<file path="src/rtl/mult_sequencer_pkg.sv">
// Shared types and defaults for the multi-cycle LEGv8 MUL sequencer.
// The state encoding is fixed so the FSM state reads the same in debug dumps.
package mult_sequencer_pkg;

    typedef enum logic [1:0] {
        MULT_IDLE = 2'b00,
        MULT_RUN  = 2'b01,
        MULT_DONE = 2'b10
    } mult_state_e;

    localparam int MULT_WIDTH          = 64;
    localparam int MULT_BITS_PER_CYCLE = 1;

    // Number of shift-add iterations needed to retire every multiplier bit.
    function automatic int mult_iters(input int width, input int bpc);
        return width / bpc;
    endfunction

endpackage

</file>
<file path="src/rtl/mult_sequencer_step.sv">
// One shift-add multiply iteration: retires BITS_PER_CYCLE multiplier bits.
module mult_step #(
    parameter int WIDTH          = 64,
    parameter int BITS_PER_CYCLE = 1
) (
    input  logic [WIDTH-1:0] i_acc,
    input  logic [WIDTH-1:0] i_mcand,
    input  logic [WIDTH-1:0] i_mplier,
    output logic [WIDTH-1:0] o_next_acc,
    output logic [WIDTH-1:0] o_next_mcand,
    output logic [WIDTH-1:0] o_next_mplier,
    output logic             o_mplier_zero
);

    logic [WIDTH-1:0] w_sum;

    // Partial products as shifted adds, so no hardware multiplier is inferred.
    always_comb begin
        w_sum = i_acc;
        for (int i = 0; i < BITS_PER_CYCLE; i++) begin
            if (i_mplier[i]) begin
                w_sum = w_sum + (i_mcand << i);
            end else begin
                w_sum = w_sum;
            end
        end
    end

    assign o_next_acc    = w_sum;
    assign o_next_mcand  = i_mcand << BITS_PER_CYCLE;
    assign o_next_mplier = i_mplier >> BITS_PER_CYCLE;
    assign o_mplier_zero = (o_next_mplier == {WIDTH{1'b0}});

endmodule

</file>
<file path="src/rtl/mult_sequencer.sv">
// Multi-cycle MUL sequencer: IDLE/RUN/DONE FSM, iteration counter and
// operand registers around a single combinational mult_step.
module mult_sequencer
    import mult_sequencer_pkg::*;
#(
    parameter int WIDTH          = MULT_WIDTH,
    parameter int BITS_PER_CYCLE = MULT_BITS_PER_CYCLE,
    parameter bit EARLY_EXIT     = 1'b1,
    localparam int CW            = $clog2(WIDTH / BITS_PER_CYCLE) + 1
) (
    input  logic             clk,
    input  logic             rst_n,
    input  logic             start,
    input  logic             abort,
    input  logic [WIDTH-1:0] op_a,
    input  logic [WIDTH-1:0] op_b,
    output logic             busy,
    output logic             done,
    output logic [WIDTH-1:0] result,
    output logic [CW-1:0]    iter_count
);

    localparam logic [CW-1:0] N_ITERS = CW'(mult_iters(WIDTH, BITS_PER_CYCLE));

    mult_state_e      r_state;
    logic [WIDTH-1:0] r_acc;
    logic [WIDTH-1:0] r_mcand;
    logic [WIDTH-1:0] r_mplier;

    logic [WIDTH-1:0] w_next_acc;
    logic [WIDTH-1:0] w_next_mcand;
    logic [WIDTH-1:0] w_next_mplier;
    logic             w_mplier_zero;
    logic [CW-1:0]    w_iter_next;
    logic             w_finish;

    mult_step #(
        .WIDTH          (WIDTH),
        .BITS_PER_CYCLE (BITS_PER_CYCLE)
    ) u_step (
        .i_acc         (r_acc),
        .i_mcand       (r_mcand),
        .i_mplier      (r_mplier),
        .o_next_acc    (w_next_acc),
        .o_next_mcand  (w_next_mcand),
        .o_next_mplier (w_next_mplier),
        .o_mplier_zero (w_mplier_zero)
    );

    assign w_iter_next = iter_count + {{(CW-1){1'b0}}, 1'b1};
    assign w_finish    = (w_iter_next == N_ITERS) || (EARLY_EXIT && w_mplier_zero);

    // FSM, datapath registers and registered status outputs; abort overrides all states.
    always_ff @(posedge clk or negedge rst_n) begin
        if (!rst_n) begin
            r_state    <= MULT_IDLE;
            r_acc      <= {WIDTH{1'b0}};
            r_mcand    <= {WIDTH{1'b0}};
            r_mplier   <= {WIDTH{1'b0}};
            busy       <= 1'b0;
            done       <= 1'b0;
            result     <= {WIDTH{1'b0}};
            iter_count <= {CW{1'b0}};
        end else if (abort) begin
            r_state <= MULT_IDLE;
            busy    <= 1'b0;
            done    <= 1'b0;
        end else begin
            case (r_state)
                MULT_IDLE: begin
                    if (start) begin
                        r_state    <= MULT_RUN;
                        r_acc      <= {WIDTH{1'b0}};
                        r_mcand    <= op_a;
                        r_mplier   <= op_b;
                        iter_count <= {CW{1'b0}};
                        busy       <= 1'b1;
                        done       <= 1'b0;
                    end else begin
                        busy <= 1'b0;
                        done <= 1'b0;
                    end
                end
                MULT_RUN: begin
                    r_acc      <= w_next_acc;
                    r_mcand    <= w_next_mcand;
                    r_mplier   <= w_next_mplier;
                    iter_count <= w_iter_next;
                    busy       <= 1'b1;
                    if (w_finish) begin
                        r_state <= MULT_DONE;
                        result  <= w_next_acc;
                        done    <= 1'b1;
                    end else begin
                        done <= 1'b0;
                    end
                end
                MULT_DONE: begin
                    r_state <= MULT_IDLE;
                    busy    <= 1'b0;
                    done    <= 1'b0;
                end
                default: begin
                    r_state <= MULT_IDLE;
                    busy    <= 1'b0;
                    done    <= 1'b0;
                end
            endcase
        end
    end

endmodule

</file>
<file path="config.mk">
export PLATFORM = sky130hd
export DESIGN_NAME = mult_sequencer
export DESIGN_NICKNAME = d
export VERILOG_FILES = /design/src/rtl/mult_sequencer_pkg.sv /design/src/rtl/mult_sequencer_step.sv /design/src/rtl/mult_sequencer.sv
export SDC_FILE = /design/constraint.sdc
export NUM_CORES = 1
export LEC_CHECK = 0
export ABC_CLOCK_PERIOD_IN_PS = 8240
export CAP_MARGIN = 20
export CORE_UTILIZATION = 52
export DETAILED_ROUTE_END_ITERATION = 12
export GPL_TIMING_DRIVEN = 0
export PLACE_DENSITY = 0.82
export SYNTH_ARGS = -nofsm -noshare
export SYNTH_HDL_FRONTEND = slang
export SYNTH_HIERARCHICAL = 1
export SYNTH_SLANG_ARGS = --single-unit
</file>
<file path="constraint.sdc">
create_clock -name clk -period 8.24 [get_ports clk]
set_clock_uncertainty 0.2 [all_clocks]
set_input_delay 1.648 -clock clk [delete_from_list [all_inputs] [get_ports clk]]
set_output_delay 1.648 -clock clk [all_outputs]
set_load 0.02 [all_outputs]
</file>
**Metal 1**

Cells faint in the background.
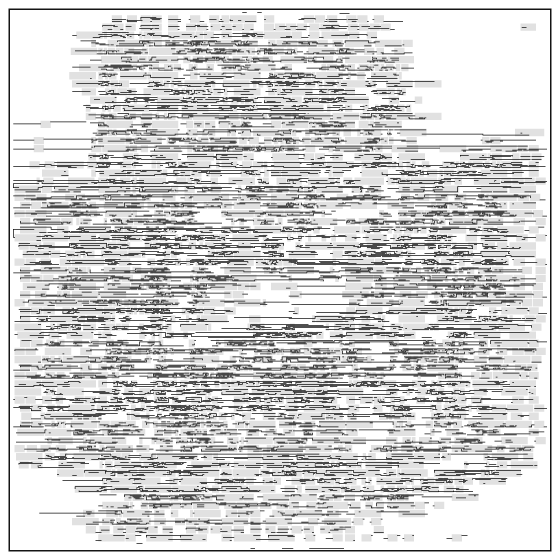
main direction	horizontal
nets with wire on the layer	1,982
Detailed Route WL: 44,200 µm
global-route track usage on met1: 35.8%

**The metal 2 layer**

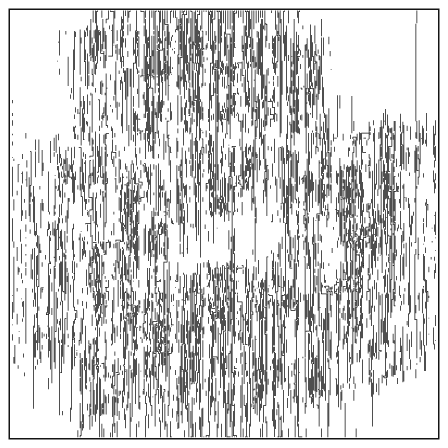
wire length on this layer	20.8 mm
longest straight run	61.4 µm
main direction	vertical
nets with wire on the layer	1,868
share of all routed wire	47%

**The metal 4 layer**

Cells faint in the background.
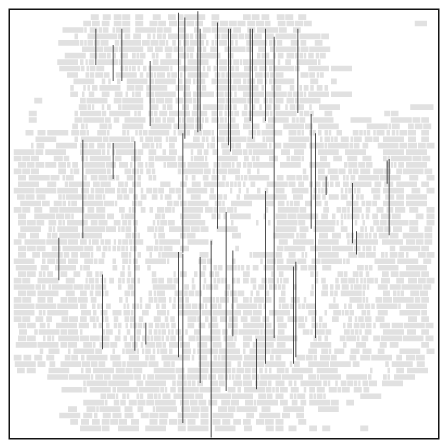
longest straight run	127 µm
main direction	vertical
wire length on this layer	1,760 µm
share of all routed wire	4.0%
nets with wire on the layer	31
routed via count: 13,600

**Congestion heat map**

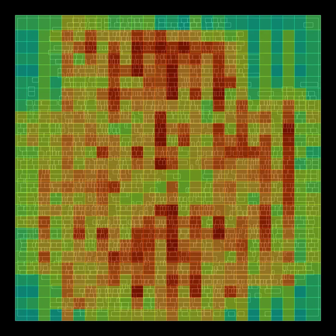
layer with the highest usage after global routing: met2
GRT Util Overall: 26.8%

==> summary.txt <==
Synthesis and place-and-route results.

- The most frequently used flop master after synthesis is sky130_fd_sc_hd__dfrtp_1.
- The count of endpoints failing setup in the final report is 0.
- Per STA, the worst path is made up of ha_1 > clkbuf_1 > nand2_1 > a21o_1 > a211o_1 > a211oi_1 > nor2_1 > o211a_1 > a21o_1 > o31ai_1 > o21bai_1 > o2111ai_1 > mux2_2.
- The number of top-level pins is 205.
- The delay of the slowest critical-path stage is 550 ps.
- The final critical-path setup slack is 3790 ps.
- The data arrival at the endpoint of the critical path is 4680 ps.
- The height of the die is 181 µm.
- The critical path data required time is 8480 ps.
- Per the CTS log, the maximum H-tree level is 1.
- The cell leakage power is 9.59 nW.
- The clock-cell share of area is under 10%.
- The peak supply drop is 0.000188 V.
- Sorting the Yosys area breakdown by cell type puts at the top sky130_fd_sc_hd__dfrtp_1.
- The count of nets left with antenna violations once routing finished came out at 0.
- Looking at the critical path, the highest net fanout was 7.
- Of the total power, combinational logic draws 44.8%.
- The run finished with clean final reports.
- The HPWL after detailed placement is 33,000 µm.
- The sequential-cell power consumption is approximately 1.9 mW.
Power figures rest on the tool's default switching activity, not on a simulated workload.
